**src/rtl/ad7908_pkg.sv**
```systemverilog
// rtl/ad7908_pkg.sv - shared constants and types for the AD7908 SPI responder
//
// Purpose: control-word bit positions, frame length, FSM state encoding and
//          the helper that builds the 16-bit DOUT word.
// Ports:   none (package).
package ad7908_pkg;

    localparam int FRAME_LEN = 16;
    localparam int CNT_W     = 5;

    // Received control word, MSB first:
    // WRITE SEQ DC ADD2 ADD1 ADD0 PM1 PM0 SHADOW WEAK RANGE CODING x x x x
    // Only the fields the responder acts on are named here.
    localparam int WRITE_BIT  = 15;
    localparam int ADD_MSB    = 12;
    localparam int ADD_LSB    = 10;
    localparam int RANGE_BIT  = 5;
    localparam int CODING_BIT = 4;

    typedef enum logic [1:0] {
        ST_IDLE  = 2'd0,
        ST_SHIFT = 2'd1,
        ST_HOLD  = 2'd2
    } state_e;

    // DOUT word: leading zero, channel address, 8 data bits, 4 trailing zeros.
    // Twos-complement coding (coding = 0) is offset binary with the MSB flipped.
    function automatic logic [15:0] build_out_word(
        input logic [2:0] addr,
        input logic [7:0] data,
        input logic       coding
    );
        logic [7:0] coded;
        coded = coding ? data : (data ^ 8'h80);
        return {1'b0, addr, coded, 4'b0000};
    endfunction

endpackage

```
**src/rtl/spi_edge_sync.sv**
```systemverilog
// rtl/spi_edge_sync.sv - synchronizers and edge pulses for the SPI pins
//
// Purpose: brings spi_sck / spi_cs_n / spi_mosi into the clk domain through
//          SYNC_STAGES flops and produces one-cycle edge pulses.
// Ports:   clk, rst      - system clock, synchronous active-high reset
//          sck_in        - raw SPI clock
//          cs_n_in       - raw frame select (active low)
//          mosi_in       - raw DIN
//          mosi_s        - synchronized DIN, aligned with sck_fall
//          sck_fall      - synchronized SCK falling edge pulse
//          cs_fall       - synchronized cs_n falling edge pulse
//          cs_rise       - synchronized cs_n rising edge pulse
module spi_edge_sync #(
    parameter int SYNC_STAGES = 2
) (
    input  logic clk,
    input  logic rst,
    input  logic sck_in,
    input  logic cs_n_in,
    input  logic mosi_in,
    output logic mosi_s,
    output logic sck_fall,
    output logic cs_fall,
    output logic cs_rise
);

    logic [SYNC_STAGES-1:0] sck_sync_q,  sck_sync_d;
    logic [SYNC_STAGES-1:0] cs_sync_q,   cs_sync_d;
    logic [SYNC_STAGES-1:0] mosi_sync_q, mosi_sync_d;
    logic                   sck_prev_q,  sck_prev_d;
    logic                   cs_prev_q,   cs_prev_d;
    // Fills with ones after reset; edges are only reported once the chain
    // and the previous-value flop both hold real pin samples. This keeps the
    // reset value of the chains from looking like a pin edge (e.g. cs_n held
    // low across reset must not start a frame).
    logic [SYNC_STAGES:0]   valid_q,     valid_d;

    logic sck_s;
    logic cs_s;
    logic armed;

    assign sck_s  = sck_sync_q[SYNC_STAGES-1];
    assign cs_s   = cs_sync_q[SYNC_STAGES-1];
    assign mosi_s = mosi_sync_q[SYNC_STAGES-1];
    assign armed  = valid_q[SYNC_STAGES];

    always_comb begin
        sck_sync_d  = {sck_sync_q[SYNC_STAGES-2:0], sck_in};
        cs_sync_d   = {cs_sync_q[SYNC_STAGES-2:0], cs_n_in};
        mosi_sync_d = {mosi_sync_q[SYNC_STAGES-2:0], mosi_in};
        sck_prev_d  = sck_s;
        cs_prev_d   = cs_s;
        valid_d     = {valid_q[SYNC_STAGES-1:0], 1'b1};
    end

    always_ff @(posedge clk) begin
        if (rst) begin
            sck_sync_q  <= '0;
            cs_sync_q   <= '1;
            mosi_sync_q <= '0;
            sck_prev_q  <= 1'b0;
            cs_prev_q   <= 1'b1;
            valid_q     <= '0;
        end else begin
            sck_sync_q  <= sck_sync_d;
            cs_sync_q   <= cs_sync_d;
            mosi_sync_q <= mosi_sync_d;
            sck_prev_q  <= sck_prev_d;
            cs_prev_q   <= cs_prev_d;
            valid_q     <= valid_d;
        end
    end

    assign sck_fall = armed &  sck_prev_q & ~sck_s;
    assign cs_fall  = armed &  cs_prev_q  & ~cs_s;
    assign cs_rise  = armed & ~cs_prev_q  &  cs_s;

endmodule

```
**src/rtl/ad7908_spi_responder.sv**
```systemverilog
// rtl/ad7908_spi_responder.sv - AD7908-style SPI ADC responder
//
// Purpose: behaves as an AD7908 on the SPI bus. Each 16-SCK frame returns
//          the sample of the channel addressed by the previous write and
//          captures a new control word from DIN.
// Ports:   clk, rst         - system clock, synchronous active-high reset
//          spi_sck          - SPI clock from master (asynchronous)
//          spi_cs_n         - frame select from master, active low
//          spi_mosi         - DIN from master
//          spi_miso         - DOUT to master
//          ch_data[63:0]    - eight 8-bit samples, channel n at [8n+7:8n]
//          cfg_addr[2:0]    - channel address from the last write frame
//          cfg_range        - RANGE bit from the last write frame
//          cfg_coding       - CODING bit from the last write frame
//          frame_done       - one-cycle pulse on the 16th falling SCK edge
//          frame_abort      - one-cycle pulse when cs_n rises mid-frame
module ad7908_spi_responder
    import ad7908_pkg::*;
#(
    parameter int SYNC_STAGES = 2
) (
    input  logic        clk,
    input  logic        rst,
    input  logic        spi_sck,
    input  logic        spi_cs_n,
    input  logic        spi_mosi,
    output logic        spi_miso,
    input  logic [63:0] ch_data,
    output logic [2:0]  cfg_addr,
    output logic        cfg_range,
    output logic        cfg_coding,
    output logic        frame_done,
    output logic        frame_abort
);

    logic mosi_s;
    logic sck_fall;
    logic cs_fall;
    logic cs_rise;

    spi_edge_sync #(
        .SYNC_STAGES (SYNC_STAGES)
    ) u_edge_sync (
        .clk      (clk),
        .rst      (rst),
        .sck_in   (spi_sck),
        .cs_n_in  (spi_cs_n),
        .mosi_in  (spi_mosi),
        .mosi_s   (mosi_s),
        .sck_fall (sck_fall),
        .cs_fall  (cs_fall),
        .cs_rise  (cs_rise)
    );

    state_e           state_q,       state_d;
    logic [CNT_W-1:0] cnt_q,         cnt_d;
    logic [15:0]      out_q,         out_d;
    // Bits already received; with the bit arriving on the current edge they
    // form the full 16-bit input shift register.
    logic [14:0]      rx_q,          rx_d;
    logic [2:0]       cfg_addr_q,    cfg_addr_d;
    logic             cfg_range_q,   cfg_range_d;
    logic             cfg_coding_q,  cfg_coding_d;
    logic             frame_done_q,  frame_done_d;
    logic             frame_abort_q, frame_abort_d;

    logic [15:0] rx_word;
    logic [7:0]  sel_data;

    assign rx_word  = {rx_q, mosi_s};
    assign sel_data = ch_data[{cfg_addr_q, 3'b000} +: 8];

    always_comb begin
        state_d       = state_q;
        cnt_d         = cnt_q;
        out_d         = out_q;
        rx_d          = rx_q;
        cfg_addr_d    = cfg_addr_q;
        cfg_range_d   = cfg_range_q;
        cfg_coding_d  = cfg_coding_q;
        frame_done_d  = 1'b0;
        frame_abort_d = 1'b0;

        case (state_q)
            ST_IDLE: begin
                out_d = '0;
                if (cs_fall) begin
                    state_d = ST_SHIFT;
                    cnt_d   = '0;
                    rx_d    = '0;
                    out_d   = build_out_word(cfg_addr_q, sel_data, cfg_coding_q);
                end
            end

            ST_SHIFT: begin
                // cs_n checked first so it wins over an SCK edge in the same cycle.
                if (cs_rise) begin
                    state_d       = ST_IDLE;
                    cnt_d         = '0;
                    rx_d          = '0;
                    out_d         = '0;
                    frame_abort_d = 1'b1;
                end else if (sck_fall) begin
                    rx_d  = rx_word[14:0];
                    cnt_d = cnt_q + 1'b1;
                    out_d = {out_q[14:0], 1'b0};
                    if (cnt_q == CNT_W'(FRAME_LEN - 1)) begin
                        state_d      = ST_HOLD;
                        out_d        = '0;
                        frame_done_d = 1'b1;
                        if (rx_word[WRITE_BIT]) begin
                            cfg_addr_d   = rx_word[ADD_MSB:ADD_LSB];
                            cfg_range_d  = rx_word[RANGE_BIT];
                            cfg_coding_d = rx_word[CODING_BIT];
                        end
                    end
                end
            end

            ST_HOLD: begin
                // Count stays at FRAME_LEN and extra SCK edges are ignored.
                out_d = '0;
                if (cs_rise) begin
                    state_d = ST_IDLE;
                    cnt_d   = '0;
                    rx_d    = '0;
                end
            end

            default: begin
                state_d = ST_IDLE;
                cnt_d   = '0;
                rx_d    = '0;
                out_d   = '0;
            end
        endcase
    end

    always_ff @(posedge clk) begin
        if (rst) begin
            state_q       <= ST_IDLE;
            cnt_q         <= '0;
            out_q         <= '0;
            rx_q          <= '0;
            cfg_addr_q    <= 3'd0;
            cfg_range_q   <= 1'b0;
            cfg_coding_q  <= 1'b1;
            frame_done_q  <= 1'b0;
            frame_abort_q <= 1'b0;
        end else begin
            state_q       <= state_d;
            cnt_q         <= cnt_d;
            out_q         <= out_d;
            rx_q          <= rx_d;
            cfg_addr_q    <= cfg_addr_d;
            cfg_range_q   <= cfg_range_d;
            cfg_coding_q  <= cfg_coding_d;
            frame_done_q  <= frame_done_d;
            frame_abort_q <= frame_abort_d;
        end
    end

    assign spi_miso    = out_q[15];
    assign cfg_addr    = cfg_addr_q;
    assign cfg_range   = cfg_range_q;
    assign cfg_coding  = cfg_coding_q;
    assign frame_done  = frame_done_q;
    assign frame_abort = frame_abort_q;

endmodule
```
**config.mk**
```make
export PLATFORM = sky130hd
export DESIGN_NAME = ad7908_spi_responder
export DESIGN_NICKNAME = d
export VERILOG_FILES = /design/src/rtl/ad7908_pkg.sv /design/src/rtl/spi_edge_sync.sv /design/src/rtl/ad7908_spi_responder.sv
export SDC_FILE = /design/constraint.sdc
export NUM_CORES = 1
export LEC_CHECK = 0
export CORE_UTILIZATION = 51
export CTS_BUF_LIST = sky130_fd_sc_hd__clkbuf_8
export DETAILED_ROUTE_END_ITERATION = 8
export PLACE_DENSITY = 0.83
export SLEW_MARGIN = 20
export SYNTH_ARGS = -nofsm -noshare
export SYNTH_HDL_FRONTEND = slang
export SYNTH_SLANG_ARGS = --single-unit
```
**constraint.sdc**
```tcl
create_clock -name clk -period 3.2 [get_ports clk]
set_input_delay 0.64 -clock clk [delete_from_list [all_inputs] [get_ports clk]]
set_output_delay 0.64 -clock clk [all_outputs]
set_load 0.02 [all_outputs]
```
**Where the registers sit**

Other sequential cells in the stronger grey, the rest of the logic in the fainter grey.
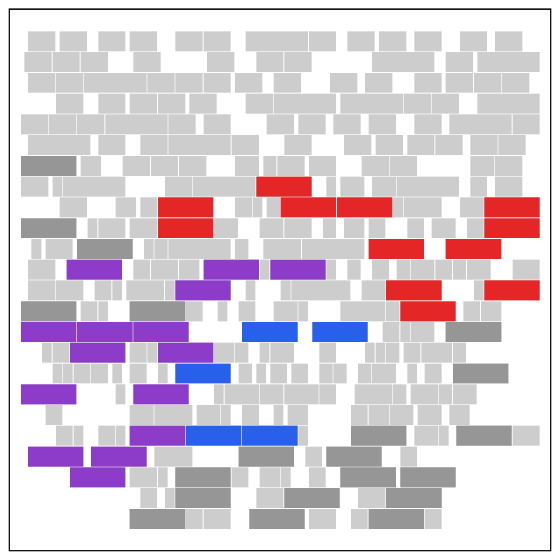
cnt_q -> blue  # flops 5
rx_q -> purple  # flops 15
out_q -> red  # flops 12
not coloured = 20

**Port wiring**

The bar under the picture is 20 um long.
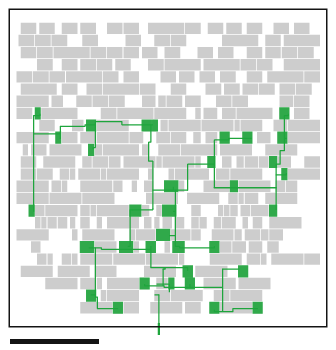
rst -> green  # bits 1, direction input, edge south, end cells 34, buffers 2, wire 306 um
IO Pins: 77
count of input and output buffers: 76

**Metal layers overlaid**

Only two layers are drawn.
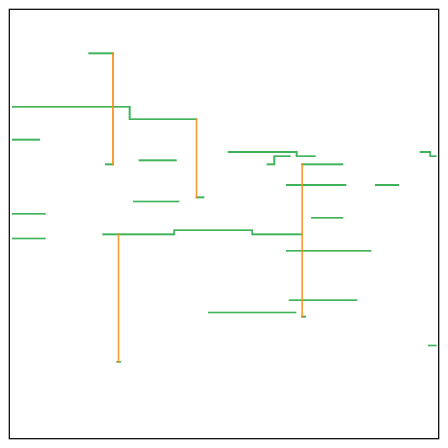
M4 -> orange  # wire length 77.5 um
M3 -> green  # wire length 190 um
Routed WL: 6000 um
detail-routed net length per standard cell: 17.1 um
total track usage: 25.4%
routed vias: 2,023

**Signal wires on met2**

The bar under the picture is 20 um long.
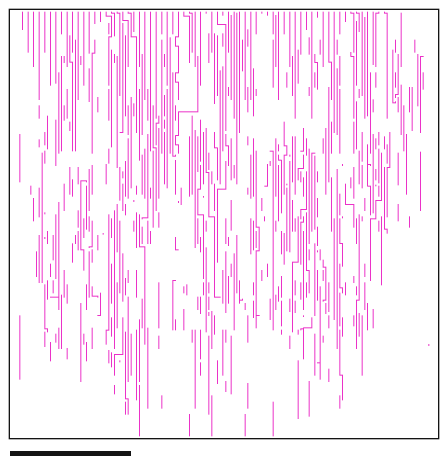
main direction = vertical
longest straight run = 29.6 um

cell families (layout without fill, tap and decap cells):
kind of cell	count (synthesis)	count (layout)	synth area share [%]
compound gates	47	47	13.9
simple gates	73	73	16.7
fa+ha+maj	2	2	1.04
flops	52	52	43.2
buf+inv	25	95	4.83
mux	29	29	20.4
flip-flops by register name, summed over array words and instances (netlist names):
register	count
u_edge_sync.mosi_sync_q	2
cfg_addr	3
u_edge_sync.sck_prev_q	1
frame_done	1
u_edge_sync.sck_sync_q	2
cfg_range	1
u_edge_sync.cs_prev_q	1
u_edge_sync.valid_q	3
state_q	2
rx_q	15
frame_abort	1
cfg_coding	1
cnt_q	5
u_edge_sync.cs_sync_q	2
out_q	12
power groups by stage:
stage | registers [mW] | clock network, mW | logic, mW
2_1_floorplan | 0.671 | 0 | 0.0395
3_3_place_gp | 0.671 | 0 | 0.125
3_5_place_dp | 0.671 | 0 | 0.129
4_1_cts | 0.656 | 0.400 | 0.130
5_1_grt | 0.657 | 0.426 | 0.137
6_report | 0.656 | 0.398 | 0.129
area by class of cell:
class | instances | area share [%]
clock buffer | 6 | 2.52
sequential | 52 | 31.8
tap | 52 | 1.99
multi-input combinational | 151 | 38.2
inverter | 6 | 0.688
timing repair buffer | 81 | 24.4
clock inverter | 2 | 0.420
worst paths after layout:
check,startpoint,to,slack (ns),depth (start not counted)
max,cfg_addr[0],cfg_addr[0],0.92,2
min,u_edge_sync.cs_sync_q[0],u_edge_sync.cs_sync_q[1],0.42,1
max reg2reg,u_edge_sync.valid_q[2],rx_q[11],1.16,4
min reg2reg,u_edge_sync.cs_sync_q[0],u_edge_sync.cs_sync_q[1],0.42,1
metrics by stage:
stage / power, mW / cells
final: 1.18 / 350
after CTS: 1.19 / 350
after global placement: 0.796 / 342
after detailed placement: 0.801 / 342
after global routing: 1.22 / 350
after floorplan: 0.710 / 228
layout by cell type (no fill, tap or decap), drive strengths merged, types with 3 or more instances in the layout:
cell	instances
o22ai	19
o21ai	4
clkdlybuf4s50	76
inv	7
nor4	5
nand2	25
or2	3
nor3b	3
mux4	16
nor3	7
a21oi	4
clkbuf	6
nor2b	7
buf	5
mux2i	13
a32oi	7
nor2	10
and3b	3
dfxtp	52
a221oi	3
nand3	4
o32ai	4
routing by layer:
metal  GRT usage [%]  share of wire (%)  vias to the layer above  routed length, um
li1                -                  -                     1005                  -
met1            33.9                 43                      972               2570
met2            42.5                 53                       37               3160
met3            4.56                3.2                        9                190
met4            7.33                1.3                        0                 77
met5               0                  0                        -                  0
==> git commit body <==
Store results of the implementation flow

* Most instantiated flip-flop cell in the synthesis netlist: dfxtp_1
- Looking at the max-slew report, the worst-margin pin has a slew of between 0.7 and 0.8 ns.
* Synth Instances: around 230
- Number of slew-limit violations in the final report: 0
* Number of design rule violations left after detail routing: 2
* Layout Nets: between 300 and 400
- Diodes inserted: 0
- Combinational logic is responsible for between 10% and 20% of the overall power.
- Final core utilization: 73.7%
- The number of global-route vias before repair is 2,037.
* Largest vdd supply drop: between 0.0003 and 0.0004 V
- The flow ran to the end, but the final reports show violations.
- The average instance in the mapped netlist occupies roughly 11 um2.
- Chip area line of the yosys report: between 2000 and 2500 um2
- After synthesis, the netlist uses around 42 different library cells.
- Switching power total: around 260 uW
* Ratio of cells with drive above 1 in the final layout: 12.8%
* Crit share post-route: between 70% and 80%
- The critical path contains buffers and inverters numbering 2 combined.
- EDFF count, synth: 0
- The layout report lists the multi-input gate area as about 1300 um2.
* Leakage power figure: ~1.1 nW
- Hold buffer count at cts: 0
- Insertion delay at the late pin of the worst-skew pair: 0.31 ns
- Vias per cell: 5.78
- TritonCTS built the clock tree.
- Before placement the cells fill 54.2% of the core.
- Nets still carrying antenna violations after routing amount to 0.
- The final timing report lists a hold violation count of 0.
* Max clock buf depth: 2
* Initial antenna violation count: 0
- Setup repair after global routing left no endpoint under its margin.
- The layout has approximately 320 filler cells.
- The registers of the reported paths see a clock transition of 0.09 ns.
- For this run, the detailed router's first-pass iteration total came to 7.
- Of all cell types, the one taking the most synthesized area is dfxtp_1.
- The chip occupies between 5000 and 6000 um2.
- Logged for this run, the post-placement worst setup slack is around 1.1 ns.
- According to the hold report, the worst path is of the reg -> reg type.
* Cells along the critical path: buf_4 -> clkdlybuf4s50_1
* Proportion of netlist area held by the largest area contributor: between 40% and 50%
- Type of the setup path with the least slack: reg -> out
- Failing checks: DRC
- Crit-path max cell delay: roughly 0.67 ns
- The total area inside the core boundary comes to around 4400 um2.
- Half-perimeter wire length after detailed placement: 4360 um
- The internal power of the cells totals approximately 920 uW.
- The mapped netlist covers 2410 um2.
- The main area contributors are dfxtp_1, mux4_2, mux2i_1.
No activity file was given, so power comes from the tool's default toggle rates.
